Figure 1. Placement density heat map (run 1).
The die is cut into 12 by 12 equal tiles; black is low, pale yellow is high, 0 to 100% covered.
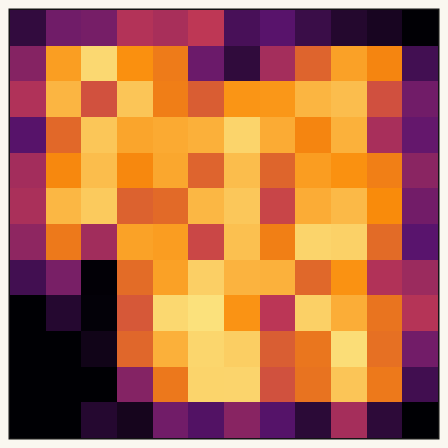
Figure 2. Placed standard cells (run 1).
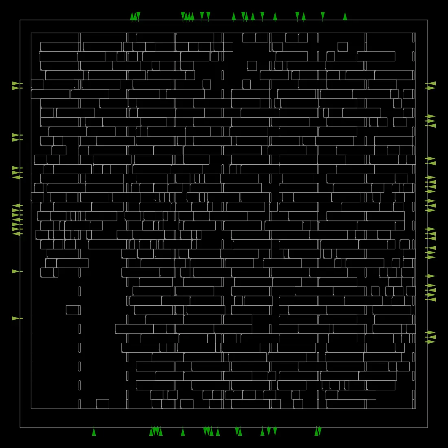
Figure 3. I/O nets highlighted (run 1).
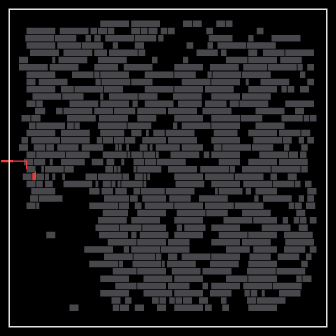
--- src/rtl/cpu_pkg.sv ---
// Shared CPU types: register address and data word widths, the zero register,
// and the write-back request record.
package cpu_pkg;
    localparam int REG_AW = 5;
    localparam int XLEN   = 32;

    typedef logic [REG_AW-1:0] reg_addr_t;
    typedef logic [XLEN-1:0]   word_t;

    localparam reg_addr_t REG_ZERO = '0;

    typedef struct packed {
        reg_addr_t rd;
        word_t     data;
    } wb_req_t;
endpackage

--- src/rtl/regfile_wb_queue_if.sv ---
// Producer / regfile bus of the write-back queue. The forwarding lookup
// signals exist only when WBQ_BYPASS_EN is defined.
interface regfile_wb_queue_if #(
    parameter int DW = cpu_pkg::XLEN,
    parameter int AW = cpu_pkg::REG_AW
);
    logic          wb_valid;
    logic          wb_ready;
    logic [AW-1:0] wb_rd;
    logic [DW-1:0] wb_data;
    logic          rf_hold;
    logic [AW-1:0] rd;
    logic [DW-1:0] input_data;
    logic          write;
`ifdef WBQ_BYPASS_EN
    logic [AW-1:0] rs, rt;
    logic          rs_hit, rt_hit;
    logic [DW-1:0] rs_fwd, rt_fwd;
`endif

    modport master (
        output wb_valid, wb_rd, wb_data, rf_hold,
        input  wb_ready, rd, input_data, write
`ifdef WBQ_BYPASS_EN
        , output rs, rt
        , input  rs_hit, rt_hit, rs_fwd, rt_fwd
`endif
    );

    modport slave (
        input  wb_valid, wb_rd, wb_data, rf_hold,
        output wb_ready, rd, input_data, write
`ifdef WBQ_BYPASS_EN
        , input  rs, rt
        , output rs_hit, rt_hit, rs_fwd, rt_fwd
`endif
    );
endinterface

--- src/rtl/wbq_fifo.sv ---
// In-order storage of the write-back queue: pointers, occupancy count and
// per-entry valid bits. Entry view is exported when WBQ_BYPASS_EN is defined.
module wbq_fifo #(
    parameter int DEPTH = 4,
    parameter int DW    = 32,
    parameter int AW    = 5,
    localparam int PW   = $clog2(DEPTH),
    localparam int CW   = PW + 1
) (
    input  logic          clk,
    input  logic          rst,
    input  logic          push,
    input  logic [AW-1:0] push_rd,
    input  logic [DW-1:0] push_data,
    input  logic          pop,
    output logic          full,
    output logic          empty,
    output logic [AW-1:0] head_rd,
    output logic [DW-1:0] head_data
`ifdef WBQ_BYPASS_EN
    ,
    output logic [DEPTH-1:0]         ent_vld,
    output logic [DEPTH-1:0][AW-1:0] ent_rd,
    output logic [DEPTH-1:0][DW-1:0] ent_data,
    output logic [PW-1:0]            head_ptr
`endif
);
    logic [DEPTH-1:0][AW-1:0] mem_rd;
    logic [DEPTH-1:0][DW-1:0] mem_data;
    logic [DEPTH-1:0]         vld;
    logic [PW-1:0]            wr_ptr, rd_ptr;
    logic [CW-1:0]            count;

    // Push and pop never target the same slot: push needs !full, pop needs !empty.
    always_ff @(posedge clk or posedge rst) begin
        if (rst) begin
            wr_ptr <= '0;
            rd_ptr <= '0;
            count  <= '0;
            vld    <= '0;
        end else begin
            if (push) begin
                wr_ptr      <= wr_ptr + 1'b1;
                vld[wr_ptr] <= 1'b1;
            end
            if (pop) begin
                rd_ptr      <= rd_ptr + 1'b1;
                vld[rd_ptr] <= 1'b0;
            end
            case ({push, pop})
                2'b10:   count <= count + 1'b1;
                2'b01:   count <= count - 1'b1;
                default: count <= count;
            endcase
        end
    end

    always_ff @(posedge clk) begin
        if (push) begin
            mem_rd[wr_ptr]   <= push_rd;
            mem_data[wr_ptr] <= push_data;
        end
    end

    assign full      = (count == CW'(DEPTH));
    assign empty     = (count == '0);
    assign head_rd   = vld[rd_ptr] ? mem_rd[rd_ptr]   : '0;
    assign head_data = vld[rd_ptr] ? mem_data[rd_ptr] : '0;

`ifdef WBQ_BYPASS_EN
    assign ent_vld  = vld;
    assign ent_rd   = mem_rd;
    assign ent_data = mem_data;
    assign head_ptr = rd_ptr;
`endif
endmodule

--- src/rtl/regfile_wb_queue.sv ---
// Write-back queue owning the regfile write port: r0 discard, hold gating and,
// with WBQ_BYPASS_EN defined, youngest-entry forwarding for rs/rt.
module regfile_wb_queue
    import cpu_pkg::*;
#(
    parameter int DEPTH = 4,
    parameter int DW    = XLEN,
    parameter int AW    = REG_AW
) (
    input logic clk,
    input logic rst,
    regfile_wb_queue_if.slave bus
);
    localparam int PW = $clog2(DEPTH);

    logic          push, pop, full, empty;
    logic [AW-1:0] head_rd;
    logic [DW-1:0] head_data;

    // r0 writes complete the handshake but never occupy a slot.
    assign push = bus.wb_valid && !full && (bus.wb_rd != AW'(REG_ZERO));
    assign pop  = !empty && !bus.rf_hold;

    assign bus.wb_ready   = !full;
    assign bus.write      = pop;
    assign bus.rd         = head_rd;
    assign bus.input_data = head_data;

`ifdef WBQ_BYPASS_EN
    logic [DEPTH-1:0]         ent_vld;
    logic [DEPTH-1:0][AW-1:0] ent_rd;
    logic [DEPTH-1:0][DW-1:0] ent_data;
    logic [PW-1:0]            head_ptr;
`endif

    wbq_fifo #(.DEPTH(DEPTH), .DW(DW), .AW(AW)) u_fifo (
        .clk       (clk),
        .rst       (rst),
        .push      (push),
        .push_rd   (bus.wb_rd),
        .push_data (bus.wb_data),
        .pop       (pop),
        .full      (full),
        .empty     (empty),
        .head_rd   (head_rd),
        .head_data (head_data)
`ifdef WBQ_BYPASS_EN
        ,
        .ent_vld   (ent_vld),
        .ent_rd    (ent_rd),
        .ent_data  (ent_data),
        .head_ptr  (head_ptr)
`endif
    );

`ifdef WBQ_BYPASS_EN
    // Walk oldest to youngest so the last match, the youngest, wins.
    function automatic logic [DW:0] lookup(
        input logic [AW-1:0]              a,
        input logic [DEPTH-1:0]           v,
        input logic [DEPTH-1:0][AW-1:0]   r,
        input logic [DEPTH-1:0][DW-1:0]   d,
        input logic [PW-1:0]              h
    );
        logic [DW:0]   res;
        logic [PW-1:0] idx;
        res = '0;
        idx = '0;
        for (int k = 0; k < DEPTH; k++) begin
            idx = h + PW'(k);
            if (v[idx] && (r[idx] == a) && (a != AW'(REG_ZERO)))
                res = {1'b1, d[idx]};
        end
        return res;
    endfunction

    assign {bus.rs_hit, bus.rs_fwd} = lookup(bus.rs, ent_vld, ent_rd, ent_data, head_ptr);
    assign {bus.rt_hit, bus.rt_fwd} = lookup(bus.rt, ent_vld, ent_rd, ent_data, head_ptr);
`endif
endmodule

--- src/flat_wrapper.sv ---
// flat-port wrapper written by rule: the top's interface ports become plain ports
module regfile_wb_queue_flat import cpu_pkg::*;
#(
    parameter int DEPTH = 4,
    parameter int DW    = XLEN,
    parameter int AW    = REG_AW
)
  (clk, rst, bus_wb_valid, bus_wb_rd, bus_wb_data, bus_rf_hold, bus_wb_ready, bus_rd, bus_input_data, bus_write);
  regfile_wb_queue_if #(.DW(DW), .AW(AW)) bus_i ();
  input logic clk;
  input logic rst;
  input wire logic [$bits(bus_i.wb_valid)-1:0] bus_wb_valid;
  input wire logic [$bits(bus_i.wb_rd)-1:0] bus_wb_rd;
  input wire logic [$bits(bus_i.wb_data)-1:0] bus_wb_data;
  input wire logic [$bits(bus_i.rf_hold)-1:0] bus_rf_hold;
  output wire logic [$bits(bus_i.wb_ready)-1:0] bus_wb_ready;
  output wire logic [$bits(bus_i.rd)-1:0] bus_rd;
  output wire logic [$bits(bus_i.input_data)-1:0] bus_input_data;
  output wire logic [$bits(bus_i.write)-1:0] bus_write;
  assign bus_i.wb_valid = bus_wb_valid;
  assign bus_i.wb_rd = bus_wb_rd;
  assign bus_i.wb_data = bus_wb_data;
  assign bus_i.rf_hold = bus_rf_hold;
  assign bus_wb_ready = bus_i.wb_ready;
  assign bus_rd = bus_i.rd;
  assign bus_input_data = bus_i.input_data;
  assign bus_write = bus_i.write;
  regfile_wb_queue #(.DEPTH(DEPTH), .DW(DW), .AW(AW)) u_core (.clk(clk), .rst(rst), .bus(bus_i));
endmodule
--- config.mk ---
export PLATFORM = sky130hd
export DESIGN_NAME = regfile_wb_queue_flat
export DESIGN_NICKNAME = d
export VERILOG_FILES = /design/src/rtl/cpu_pkg.sv /design/src/rtl/regfile_wb_queue_if.sv /design/src/rtl/wbq_fifo.sv /design/src/rtl/regfile_wb_queue.sv /design/src/flat_wrapper.sv
export SDC_FILE = /design/constraint.sdc
export NUM_CORES = 1
export LEC_CHECK = 0
export CAP_MARGIN = 25
export CORE_MARGIN = 3
export CORE_UTILIZATION = 50
export DETAILED_ROUTE_END_ITERATION = 10
export PLACE_DENSITY = 0.76
export SLEW_MARGIN = 0
export SYNTH_ARGS = -nofsm -noshare
export SYNTH_HDL_FRONTEND = slang
export SYNTH_SLANG_ARGS = --single-unit
--- constraint.sdc ---
create_clock -name clk -period 2.95 [get_ports clk]
set_input_delay 0.59 -clock clk [delete_from_list [all_inputs] [get_ports clk]]
set_output_delay 0.59 -clock clk [all_outputs]
set_load 0.03 [all_outputs]
==> results.py, run 1 <==
# Flow results
metrics = {
    "logic_synthesis": {
        "common_cells": "edfxtp_1 (148), mux4_2 (38), nor2b_1 (37), inv_1 (16), dfrtp_1 (11)",
        "largest_area_cell": "edfxtp_1",
        "synth.comb.largest_family": "multiplexers",
        "synthMuxAreaShare": 0.142,
        "post-synth-top-count-cell": "edfxtp_1",
        "ys_area_sq_mm": 0.00627,
        "edf_count": 148,
        "synth_cell_types": 20,
        "syn-num-nets": 349,
        "ys.warnings.count": 0,
        "compound_area_frac": 0.00758,
        "synth_flops": 159,
        "ys_cells": 298,
        "synth_area_sq_mm": 0.00627,
        "async_flop_share": 0.0692,
        "ys_seq_frac": 0.753,
        "simple_gate_share": 0.0469,
        "synth.avg_cell_area_sq_um": 21.0,
        "synth-main-ff-cell": "edfxtp_1",
        "synthTopCellsByArea": "edfxtp_1 (71%), mux4_2 (14%), dfrtp_1 (4.4%)",
        "top_area_frac": 0.709,
        "xor_area_frac": 0.00699,
        "ys_sh_adder": 0.0212,
        "postSynthCellCount": 298,
    },
    "clock_tree": {
        "cts.path.max_buffers": 2,
        "cts.repair.resized": 0,
        "cts_inserted_buffers": 17,
        "clk_pin_slew_worst_paths_ns": 0.06,
        "postCtsHoldBufs": 0,
        "postCtsSetupRepairBufs": 0,
        "cts_tree": "done",
        "clock_sinks": 159,
        "cts-root-buf": "clkbuf_16",
        "clk_latency_ns": 0.41,
        "h-tree-depth": 4,
    },
    "drt": {
        "dr_total_vias": 3049,
        "wl_per_cell_um": 18.8,
        "drc": 0,
        "drt-pass1-iter-count": 4,
        "routed_via_density": 5.28,
        "routed_wirelength_um": 10800,
        "ant_nets": 0,
        "drtIter0Drc": 224,
    },
    "power_and_ir_drop": {
        "power_density_mw_per_mm2": 1030,
        "ir_drop_mv": 0.495,
        "power_mw": 8.07,
        "leakagePower_nw": 2.70,
    },
    "min_path": {
        "hold_class": "in2async",
    },
    "critical_path": {
        "critPathMaxFanout": 37,
        "cp-start-kind": "register",
        "arrival_ns": 2.24,
        "worstSetupEndpointType": "output port",
        "path_class": "reg2out",
        "required_ns": 2.36,
        "crit_chain": "mux4_2, nor2b_1, buf_4",
        "max_stage_delay_ns": 0.89,
        "crit_slowest_cell": "mux4_2",
    },
    "global_routing": {
        "gr-total-overflow": 0,
        "grt_start_max_net_pins": 38,
        "grt_pass1_vias": 3265,
        "grt_pass1_wl_um": 17700,
        "grt.total_usage": 0.168,
        "grt_antenna_before_repair": 0,
    },
    "timing": {
        "timing.final.crit_share": 0.961,
        "setup_viol": 0,
        "finClkSkew_ns": 0.0105,
        "fin_ws_ns": 0.116,
        "fin_crit_ns": 2.83,
        "fmax_mhz": 353,
        "fin_setup_tns_ns": 0,
        "drv_slew": 0,
        "rsz0062_at_grt": "false",
        "tightest_slew_ns": 0.838,
        "hold_viol": 0,
        "max_slew_margin": 0.441,
        "holdWs_ns": 0.474,
    },
    "cells_and_area": {
        "area_growth_pct": 24.6,
        "final_cells": 577,
        "fin_nets": 447,
        "fin_area_sq_mm": 0.00781,
        "num_antenna_cells": 0,
        "drive_gt1_frac": 0.303,
    },
    "job": {
        "drv_cap": 0,
        "warning_count": 33,
    },
    "placement": {
        "hpwl_um": 6680,
        "place_inst": 545,
        "gp_congestion": 0.725,
        "postPlaceCellArea_sq_mm": 0.00727,
        "pre_cts_ws_ns": -0.0209,
    },
    "floorplanning": {
        "die-width_um": 118,
        "fp.dieH_um": 118,
        "chipArea_sq_mm": 0.0139,
    },
    "outcome": {
        "outcome": "finished, final reports clean",
    },
}
About Figure 1:
- fullest tile: 93%
- tiles over 75% full: 35%
- nearly empty tiles: 8.3%
- densest ninth of the die: center
- mean over tiles: 55%
- emptiest ninth of the die: lower left
core box area: 0.0121 sq mm
Core Util at FP: 0.518
final core utilization: 0.645

About Figure 2:
FFs & Latches: 159
# rows: 40

About Figure 3:
- bus_rf_hold: red (direction input; end cells 1; wire 10.7 um)
I/O Pins: 80
IO Port Bufs: 79

-- run 1: state kept, by name (all words and copies together) (netlist names) --
register and count:
u_core.u_fifo.mem_data 128, u_core.u_fifo.mem_rd 20, u_core.u_fifo.vld 4, u_core.u_fifo.count 3
u_core.u_fifo.rd_ptr 2, u_core.u_fifo.wr_ptr 2
-- run 1: layer usage --
layer / share of wire / GRT usage / vias up
li1: - / - / 1371
met5: 0 / 0 / -
met4: 0.021 / 0.0718 / 0
met3: 0.058 / 0.0466 / 19
met2: 0.50 / 0.266 / 95
met1: 0.42 / 0.220 / 1564
-- run 1: final timing paths --
path / from / to / slack [ns] / cells past startpoint
min: rst / u_core.u_fifo.count[1] / 0.47 / 2
max in group asynchronous: rst / u_core.u_fifo.rd_ptr[1] / 2.14 / 2
min reg2reg: u_core.u_fifo.count[2] / u_core.u_fifo.count[2] / 0.50 / 1
max: u_core.u_fifo.rd_ptr[0] / bus_input_data[27] / 0.12 / 3
min in group clk: u_core.u_fifo.count[2] / u_core.u_fifo.count[2] / 0.50 / 1
max reg2reg: u_core.u_fifo.count[0] / u_core.u_fifo.count[2] / 0.78 / 8
-- run 1: where the power goes --
group | leakage [nW] | internal, mW | total, mW | switching [mW]
Clock | 0.269 | 1.20 | 1.97 | 0.775
Sequential | 1.49 | 2.99 | 3.12 | 0.137
Combinational | 0.945 | 1.31 | 2.97 | 1.67
Total | 2.70 | 5.49 | 8.07 | 2.58
-- run 1: cell type report --
class | count | area, sq um
clock inverters | 7 | 63.8
flip-flops and latches | 159 | 4720
fillers | 851 | 4300
clock buffers | 25 | 475
multi-input cells | 111 | 1440
repair buffers | 91 | 842
inverters | 16 | 60.1
well taps | 168 | 210
-- run 1: kinds of logic (layout without fill, tap and decap cells) --
kind of cell,count (synthesis),after routing
adders and majority gates,10,10
buffers and inverters,28,139
muxes,41,41
DFF,159,159
AOI/OAI and AO/OA,5,5
xor gates and xnor gates,5,5
and+or+nand+nor,50,50
-- run 1: layout by cell type, fill, tap and decap left out, drive strengths merged --
| cell | netlist | layout |
|---|---|---|
| edfxtp | 148 | 148 |
| buf | 10 | 49 |
| clkdlybuf4s50 | 0 | 42 |
| mux4 | 38 | 38 |
| nor2b | 37 | 37 |
| clkbuf | 2 | 25 |
| inv | 16 | 16 |
| dfrtp | 11 | 11 |
| nor2 | 10 | 10 |
| ha | 9 | 9 |
| clkinv | 0 | 6 |
| a221oi | 4 | 4 |
| xnor2 | 3 | 3 |
| mux2 | 2 | 2 |
| xor2 | 2 | 2 |
| or4 | 1 | 1 |
| or3b | 1 | 1 |
| o211ai | 1 | 1 |
| mux2i | 1 | 1 |
| nor3 | 1 | 1 |
| fa | 1 | 1 |
| bufinv | 0 | 1 |
-- run 1: critical path, delay by kind of cell (launching register included) --
| family | cells | cell delay [ns] |
|---|---|---|
| buf+inv | 1 | 0.21 |
| simple gates | 1 | 0.34 |
| flops | 1 | 0.39 |
| mux | 1 | 0.89 |
Figure 4. M3 wires (run 1).
Scale bar: 20 um.
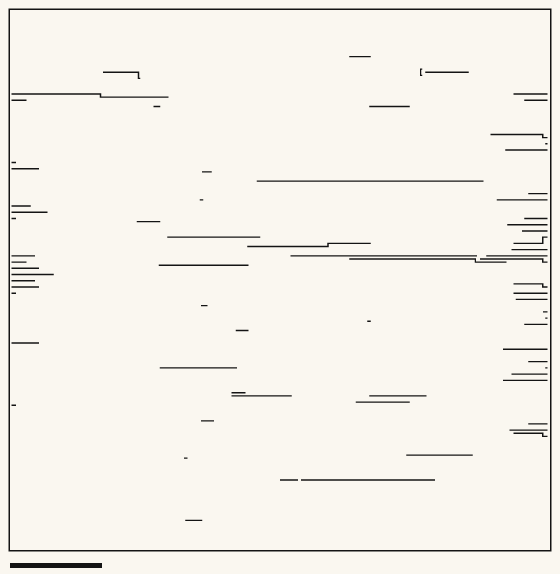

--- run 2 (diff from run 1) ---
--- a/config.mk
+++ b/config.mk
@@ -7,9 +7,11 @@
 export LEC_CHECK = 0
 export CAP_MARGIN = 25
 export CORE_MARGIN = 3
-export CORE_UTILIZATION = 50
+export CORE_UTILIZATION = 56
 export DETAILED_ROUTE_END_ITERATION = 10
-export PLACE_DENSITY = 0.76
+export DONT_BUFFER_PORTS = 1
+export HOLD_SLACK_MARGIN = 0.03
+export PLACE_DENSITY = 0.74
 export SLEW_MARGIN = 0
 export SYNTH_ARGS = -nofsm -noshare
 export SYNTH_HDL_FRONTEND = slang
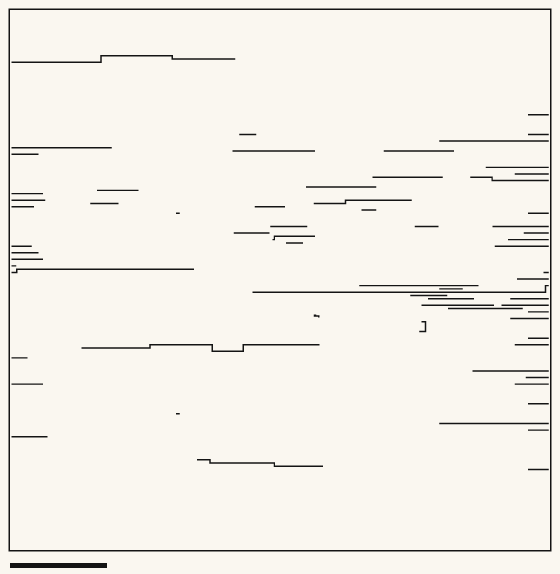
Figure 5: run 2, M3 wires.
Scale bar: 20 um.
- share of all routed wire: 6.9%
- nets with wire on the layer: 56
- wire length on this layer: 736 um
- longest straight run: 60.5 um
- main direction: horizontal

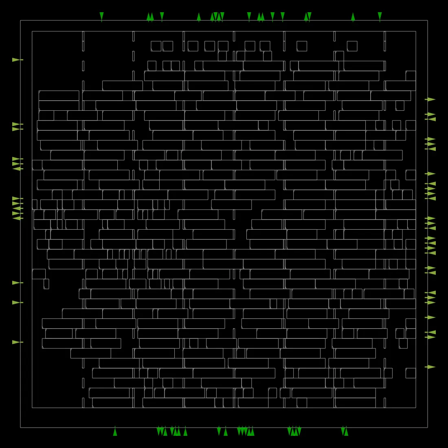
Figure 6: run 2, placed standard cells.
final core utilization: 0.679
register fraction of the total cell area: 0.639
# rows: 38
fill count: 685
Final Non-Filler Cells: 506

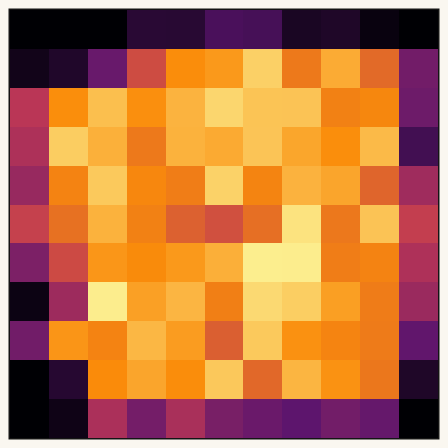
Figure 7: run 2, placement density heat map.
The die is cut into 11 by 11 equal tiles; black is low, pale yellow is high, 0 to 100% covered.
- densest ninth of the die: center
- fullest tile: 96%
- nearly empty tiles: 5.8%
- mean over tiles: 58%
- tiles over 75% full: 39%

==> run 2 against run 1 <==
Wire length is 1.0% lower. Critical path type unchanged. Flip-flop count stayed put. Register-to-register slack worse by 0.11 ns. Critical endpoint is now bus_rd[2]. Critical path depth stayed put. Worst hold slack lost 0.32 ns. Clock-buffer cell count down 7. Die size shrank 10%. Via count decreased by 5.0%. Cell area is 5.3% lower. Synthesized cell count did not move.
==> results.py, run 2 <==
# Flow results
metrics = {
    "timing": {
        "fmax_mhz": 346,
        "tightest_slew_ns": 0.758,
        "drv_slew": 0,
        "finClkSkew_ns": 0.00480,
        "fin_crit_ns": 2.89,
        "hold_viol": 0,
    },
    "logic_synthesis": {
        "synth_cell_types": 20,
        "ys_seq_frac": 0.753,
        "post-synth-top-count-cell": "edfxtp_1",
        "ys_area_sq_mm": 0.00627,
        "common_cells": "edfxtp_1 (148), mux4_2 (38), nor2b_1 (37), inv_1 (16), dfrtp_1 (11)",
        "ys_cells": 298,
        "synth-main-ff-cell": "edfxtp_1",
        "postSynthCellCount": 298,
        "synth_flops": 159,
        "ys.warnings.count": 0,
        "syn-num-nets": 349,
        "top_area_frac": 0.709,
        "edf_count": 148,
        "async_flop_share": 0.0692,
    },
    "power_and_ir_drop": {
        "leakagePower_nw": 2.54,
        "power_mw": 8.13,
        "ir_drop_mv": 0.939,
        "power_density_mw_per_mm2": 1100,
    },
    "global_routing": {
        "grt_pass1_wl_um": 17200,
        "grt.total_usage": 0.186,
        "grt_start_max_net_pins": 38,
        "grt_antenna_before_repair": 0,
        "grt_pass1_vias": 3069,
    },
    "critical_path": {
        "critPathMaxFanout": 37,
        "worstSetupEndpointType": "output port",
        "cp-start-kind": "register",
        "crit_slowest_cell": "mux4_2",
        "max_stage_delay_ns": 0.86,
        "path_class": "reg2out",
        "crit_chain": "mux4_2, nor2b_1, buf_4",
        "arrival_ns": 2.30,
        "required_ns": 2.36,
    },
    "floorplanning": {
        "fp_util": 0.576,
        "io_pins": 80,
        "fp.dieH_um": 112,
    },
    "drt": {
        "ant_nets": 0,
        "drc": 0,
        "routed_via_density": 5.73,
        "wl_per_cell_um": 21.2,
        "dr_total_vias": 2897,
        "drtIter0Drc": 152,
        "drt-pass1-iter-count": 6,
        "dr_wl_met3_um": 735,
    },
    "cells_and_area": {
        "top_regs": "u_core.u_fifo.mem_data (128), u_core.u_fifo.mem_rd (20), u_core.u_fifo.vld (4)",
        "drive_gt1_frac": 0.347,
        "layout.area.comb_sq_mm": 0.00144,
        "final_cell_mix": "edfxtp_1 (148), buf_4 (42), mux4_2 (38)",
        "regMostFlops": "u_core.u_fifo.mem_data",
        "fin_nets": 404,
        "largest_reg_flops": 128,
        "num_antenna_cells": 0,
    },
    "job": {
        "drv_cap": 0,
    },
    "clock_tree": {
        "cts-root-buf": "clkbuf_8",
        "cts.path.max_buffers": 2,
        "cts_inserted_buffers": 17,
        "clock_sinks": 159,
        "clk_pin_slew_worst_paths_ns": 0.07,
    },
    "placement": {
        "hpwl_um": 6440,
        "place_inst": 473,
    },
    "outcome": {
        "outcome": "finished, final reports clean",
    },
}
==> run 2: netlist changes by cell type in the layout (fill, tap and decap cells not counted), sizes merged <==
cell / change
bufinv: +1
inv: +5
clkinvlp: +3
buf: -2
clkbuf: -7
clkdlybuf4s50: -42
dlygate4sd3: +1
clkinv: -2
==> run 2: where the power goes <==
group / internal [mW] / leakage [nW] / total (mW) / switching, mW
clock: 1.22 / 0.273 / 2.10 / 0.878
combinational: 1.26 / 0.778 / 2.90 / 1.64
sequential: 2.99 / 1.49 / 3.13 / 0.145
==> run 2: cells by family (layout without fill, tap and decap cells) <==
group	Yosys count	count (layout)	synth area share
buf+inv	28	96	0.0228
mux	41	41	0.142
simple gates	50	50	0.0469
compound gates	5	5	0.00758
fa+ha+maj	10	10	0.0212
xor+xnor	5	5	0.00699
flops	159	159	0.753
==> run 2: final timing paths <==
check	from	endpoint	slack, ns	depth (start not counted)
setup / recovery	u_core.u_fifo.rd_ptr[0]	bus_rd[2]	0.06	3
hold / removal	bus_wb_data[24]	u_core.u_fifo.mem_data[24]	0.15	0
setup reg to reg	u_core.u_fifo.count[0]	u_core.u_fifo.count[2]	0.67	8
hold reg to reg	u_core.u_fifo.count[2]	u_core.u_fifo.count[2]	0.50	1
max in group asynchronous	rst	u_core.u_fifo.rd_ptr[1]	2.13	2
min in group asynchronous	rst	u_core.u_fifo.vld[1]	0.50	2
==> run 2: critical path, delay by kind of cell (launching register included) <==
kind / cells / cell delay [ns]
buffers and inverters: 1 / 0.20
DFF: 1 / 0.41
muxes: 1 / 0.86
and+or+nand+nor: 1 / 0.30
==> run 2: repair_timing <==
item                       in CTS  in global routing
setup endpoints to repair       0                  9
buffers inserted                0                  0
hold buffers                    1                  0
hold endpoints to repair       11                  0
==> run 2: routing by layer <==
layer,vias up,global-route usage
li1,1284,-
met2,95,0.301
met4,0,0.0552
met3,11,0.0755
met1,1507,0.235
met5,-,0
==> run 2: stage by stage <==
step / hold slack [ns] / worst slack [ns] / cell area (sq um) / setup TNS (ns) / utilization
after floorplan: 0.442 / -0.0358 / 6270 / -5.29 / -
after global placement: 0.484 / 0.580 / 6810 / 0 / 0.625
after detailed placement: 0.479 / 0.508 / 6810 / 0 / 0.625
after CTS: 0.133 / 0.0162 / 7390 / 0 / 0.679
after global routing: 0.126 / -0.0689 / 7390 / -0.260 / 0.679
final: 0.153 / 0.0601 / 7390 / 0 / 0.679
==> run 2: final cells by class <==
type / count / share of cell area
clock inverter: 14 / 0.0213
multi-input combinational: 111 / 0.194
clock buffer: 18 / 0.0565
sequential: 159 / 0.639
timing repair buffer: 48 / 0.0575
tap: 140 / 0.0237
inverter: 16 / 0.00812
Power figures rest on the tool's default switching activity, not on a simulated workload.
